Run 1, where the registers sit:
Scale: 4 px per µm. Other sequential cells in the stronger gray, the rest of the logic in the fainter gray.
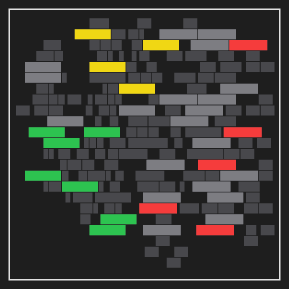
Run 1, ports around the boundary:
Scale: 4 px per µm. Pins as bars across the die edge, other pins in gray.
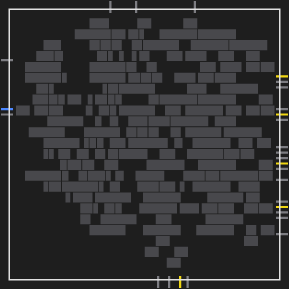
Run 1, I/O nets highlighted:
Scale: 6 px per µm.
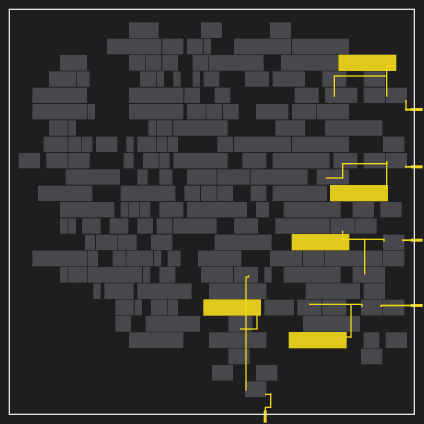
Run 1, signal wires by layer:
Scale: 6 px per µm.
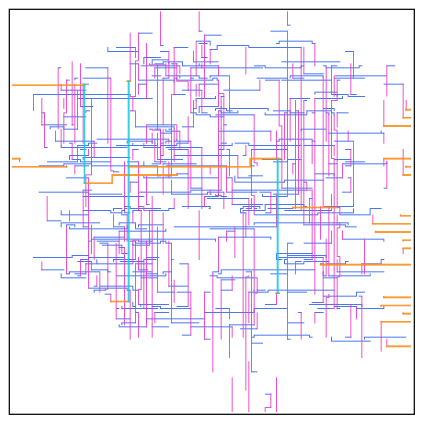
==> config.mk <==
export PLATFORM = sky130hd
export DESIGN_NAME = pcs_rx_symbol_align_flat
export DESIGN_NICKNAME = d
export VERILOG_FILES = /design/src/rtl/pcs_rx_symbol_align_if.sv /design/src/rtl/pcs_rx_symbol_align.sv /design/src/flat_wrapper.sv
export SDC_FILE = /design/constraint.sdc
export NUM_CORES = 1
export LEC_CHECK = 0
export CAP_MARGIN = 40
export CORE_UTILIZATION = 40
export CTS_CLUSTER_SIZE = 8
export DETAILED_ROUTE_END_ITERATION = 7
export PLACE_DENSITY_LB_ADDON = 0.3
export SLEW_MARGIN = 10
export SYNTH_ARGS = -nofsm -noshare
export SYNTH_HDL_FRONTEND = slang
export SYNTH_SLANG_ARGS = --single-unit
==> constraint.sdc <==
create_clock -name clk -period 2.05 [get_ports clk]
set_input_delay 0.205 -clock clk [delete_from_list [all_inputs] [get_ports clk]]
set_output_delay 0.205 -clock clk [all_outputs]
set_load 0.02 [all_outputs]
==> notes.md <==
Implementation progress

The run finished with clean final reports. After synthesis, the share of cell area in mux cells is 0.1645. Yosys reports that the most numerous cell types are sky130_fd_sc_hd__dfstp_2 (20), sky130_fd_sc_hd__dfrtp_1 (16), sky130_fd_sc_hd__mux2_1 (11), sky130_fd_sc_hd__mux2_4 (9). The number of standard cells after synthesis stands at 129. The worst setup path is captured at a flip-flop. The footprint of the multi-input gates stands at 742.0 µm². The pin slew with the least headroom to its limit stands at 0.4487 ns. The number of buffers added to fix hold violations after cts stands at 0. The register with the most flip-flops in the layout has 7 of them. The commonest register cell is sky130_fd_sc_hd__dfstp_2. The maximum count of clock buffers along a single path stands at 2.

In the finished design, the share of the clock period the worst path needs comes to 0.9608. The critical path is of the reg2reg type. The half-perimeter wire length after detailed placement stands at 1989 µm. The flow measured a signed area growth from synthesis to layout of 32.75%. Per STA, the worst path is made up of ha_4 > nand3_2 > or3_4 > o32ai_4 > buf_12 > clkbuf_16 > mux2_1. Counting only logic cells after layout, the most numerous master is sky130_fd_sc_hd__clkdlybuf4s50_1.

After layout, the setup clock skew is reported as 0.003563 ns. After synthesis, the share of flip-flops with an asynchronous set or reset is 1.000. The worst slew margin relative to its limit stands at 0.7009. After synthesis, the largest family of logic cells by area is multiplexers. The clock-pin slew on the worst setup and hold paths stands at 0.07 ns. Setup violations remaining at the end of the flow were counted as 0. The number of cells in Yosys stat stands at 129.

The CTS buffer count stands at 5. Logic depth along the worst register-to-register path is recorded as 7. In this run the number of H-tree levels came out at 2. The final tally of hold violations stands at 0. The worst setup slack for register-to-register paths stands at 0.08 ns. The routability congestion estimate from global placement stands at 0.8170. The power density over the cells stands at 605.0 nW/µm². For this block, the routed nets add up to 3114 µm of wire. Per the synthesis report, the number of distinct cell types is 34. The sequential-to-total area share from yosys stat stands at 0.5433. According to the hold report, the worst path is of the in2async type. The report shows a maximum critical-path fanout of 5.

The worst path meets setup with 0.08036 ns of slack. Per the layout report, the design carries 347 filler cells. In this run the clock root is driven by a sky130_fd_sc_hd__clkbuf_8. Summed over all instances, the cell type with the most area after synthesis is sky130_fd_sc_hd__dfstp_2. Entering global routing, the biggest net connects 37 pins. The number of iterations in the first detailed-routing pass stands at 4. The count of synthesis-stage warnings from yosys stands at 0. The number of max-cap violations stands at 0. The required time of the critical path stands at 2.27 ns. Detailed placement reports a standard cell area of 2058 µm². The first global-routing pass estimated 4850 µm of wire. Setup repair after global routing left no endpoint under its margin. Summing every instance area after synthesis gives 1704 µm². The final layout net count stands at 178. The post-synthesis share of cell area spent on and, or, nand and nor gates stands at 0.1153.

Once iteration 0 of detailed routing completed, the report listed 28 DRC markers. The worst slack after detailed placement stands at -0.01342 ns. The number of global-route vias before repair stands at 1062. Per the synthesis report, the AND-OR/OR-AND share of the synthesized area is 0.09838.

The area fraction in full adders, half adders and majority gates stands at 0.02937. The final timing report lists a max-slew violation count of 0. The power after layout stands at 1.369 mW. Subtracting the final worst setup slack from the clock period gives 1.970 ns.

The number of enable flip-flop cells stands at 0. The cell count after placement stands at 207. The placeable core area stands at 4058 µm². STA classifies the critical path startpoint as a flip-flop. The count of inserted antenna diode cells stands at 0. For this design, the slowest cell found on the critical path is sky130_fd_sc_hd__dfrtp_1. The area share of the leading cell type in the synthesized netlist stands at 0.3084.

The area of the chip stands at 4525 µm². The initial antenna violation count came to 0. After synthesis, the mean cell area works out to 13.21 µm². TritonCTS built the clock tree.

The stat command in Yosys gives a chip area of 1704 µm². The delay of the slowest cell on the worst path stands at 0.41 ns. The layout stage reports a final design area of 2262 µm². Counting flops and latches in the post-synthesis netlist gives 36.

The later pin in the worst-skew pair is clocked with a latency of 0.29 ns. Per the final layout report, the fraction of cells sized above drive strength 1 comes to 0.3118. According to the CTS report, the clock sink count is 36. According to the floorplan log, the row count is 23. The filler-free cell count of the finished design stands at 220. sky130_fd_sc_hd__dfstp_2 is the most common cell in the netlist.

Data on the critical path arrives at its endpoint at 2.19 ns. The parity-gate share of the synthesized area counting xor and xnor cells stands at 0.02056. The number of nets at floorplan stands at 138.

The flow reports an fmax of 0.5077 GHz. Per the detail_route report, routed wire per instance is 14.15 µm. Recorded from the global router log, the overflow total was 0. Once detail routing completed, the nets flagged for antenna violations numbered 0.

The maximum vdd drop stands at 0.3303 mV.
About 'where the registers sit':
Yellow shows u_core.win_q, sequential cells 4, where north. Green shows u_core.sil_q, sequential cells 7. Red shows u_core.sym_if.RXn_2, sequential cells 5.
power attributed to sequential cells: 0.729 mW
utilization of the core after routing: 0.5575
fraction of area in registers: 0.4093
storage element area: 925.9 µm²

About 'ports around the boundary':
Blue shows sym_if_rx_bit_valid, pins 1, direction input, edge west. Yellow shows sym_if_RXn_2, pins 5, direction output, edge 4 east, 1 south.
number of buffers inserted by port buffering: 26
Die Width: 67.27 µm
DIE HEIGHT: 67.27 µm

About 'I/O nets highlighted':
Yellow shows sym_if_RXn_2, direction output, end cells 5, wire 105 µm.
number of top-level pins: 27

About 'signal wires by layer':
Blue shows metal 1, wire length 1420 µm. Magenta shows metal 2, wire length 1480 µm. Orange shows metal 3, wire length 138 µm. Cyan shows metal 4, wire length 75.5 µm.
vias after detailed routing: 1115
global-route usage over all layers: 0.1506

==> run 1: cell families (layout without fill, tap and decap cells) <==
logic type | Yosys count | in the layout
flops | 36 | 36
simple gates | 33 | 33
mux | 22 | 22
compound gates | 21 | 21
buf+inv | 9 | 50
fa+ha+maj | 4 | 4
xor+xnor | 4 | 4
==> run 1: final cells by class <==
| cell class | count | share of cell area |
|---|---|---|
| Inverter | 4 | 0.006637 |
| Clock inverter | 1 | 0.002212 |
| Tap cell | 50 | 0.02765 |
| Clock buffer | 7 | 0.04314 |
| Timing Repair Buffer | 38 | 0.1831 |
| Sequential cell | 36 | 0.4093 |
| Multi-Input combinational cell | 84 | 0.3280 |
==> run 1: layer usage <==
layer	GRT usage	vias to the layer above	wire (µm)
met2	0.2363	27	1482
met5	0	-	0
li1	-	535	-
met1	0.1807	546	1418
met4	0.09574	0	75
met3	0.04223	7	138
==> run 1: metrics by stage <==
| step | TNS, ns | hold WS (ns) |
|---|---|---|
| finish | 0 | 0.3339 |
| global route | 0 | 0.3649 |
| CTS | 0 | 0.3431 |
| detailed placement | -0.03675 | 0.5225 |
| global placement | 0 | 0.5011 |
| floorplan | 0 | -0.09059 |
==> run 1: worst max-delay path: cells and delay by family, from the launching register on <==
kind / cells / cell delay [ns]
flops: 1 / 0.41
mux: 1 / 0.31
fa+ha+maj: 1 / 0.16
compound gates: 1 / 0.25
buf+inv: 2 / 0.30
simple gates: 2 / 0.47
==> run 1: what timing repair did <==
action / in CTS / in global routing
resized: 0 / 2
endpoints found under the setup margin: 0 / 20
buffers inserted: 0 / 2
==> run 1: power by group <==
part	internal (mW)	total (mW)	switching [mW]
sequential	0.721	0.729	0.00805
combinational	0.0319	0.0705	0.0386
clock	0.312	0.569	0.257
total	1.06	1.37	0.304
Power figures rest on the tool's default switching activity, not on a simulated workload.
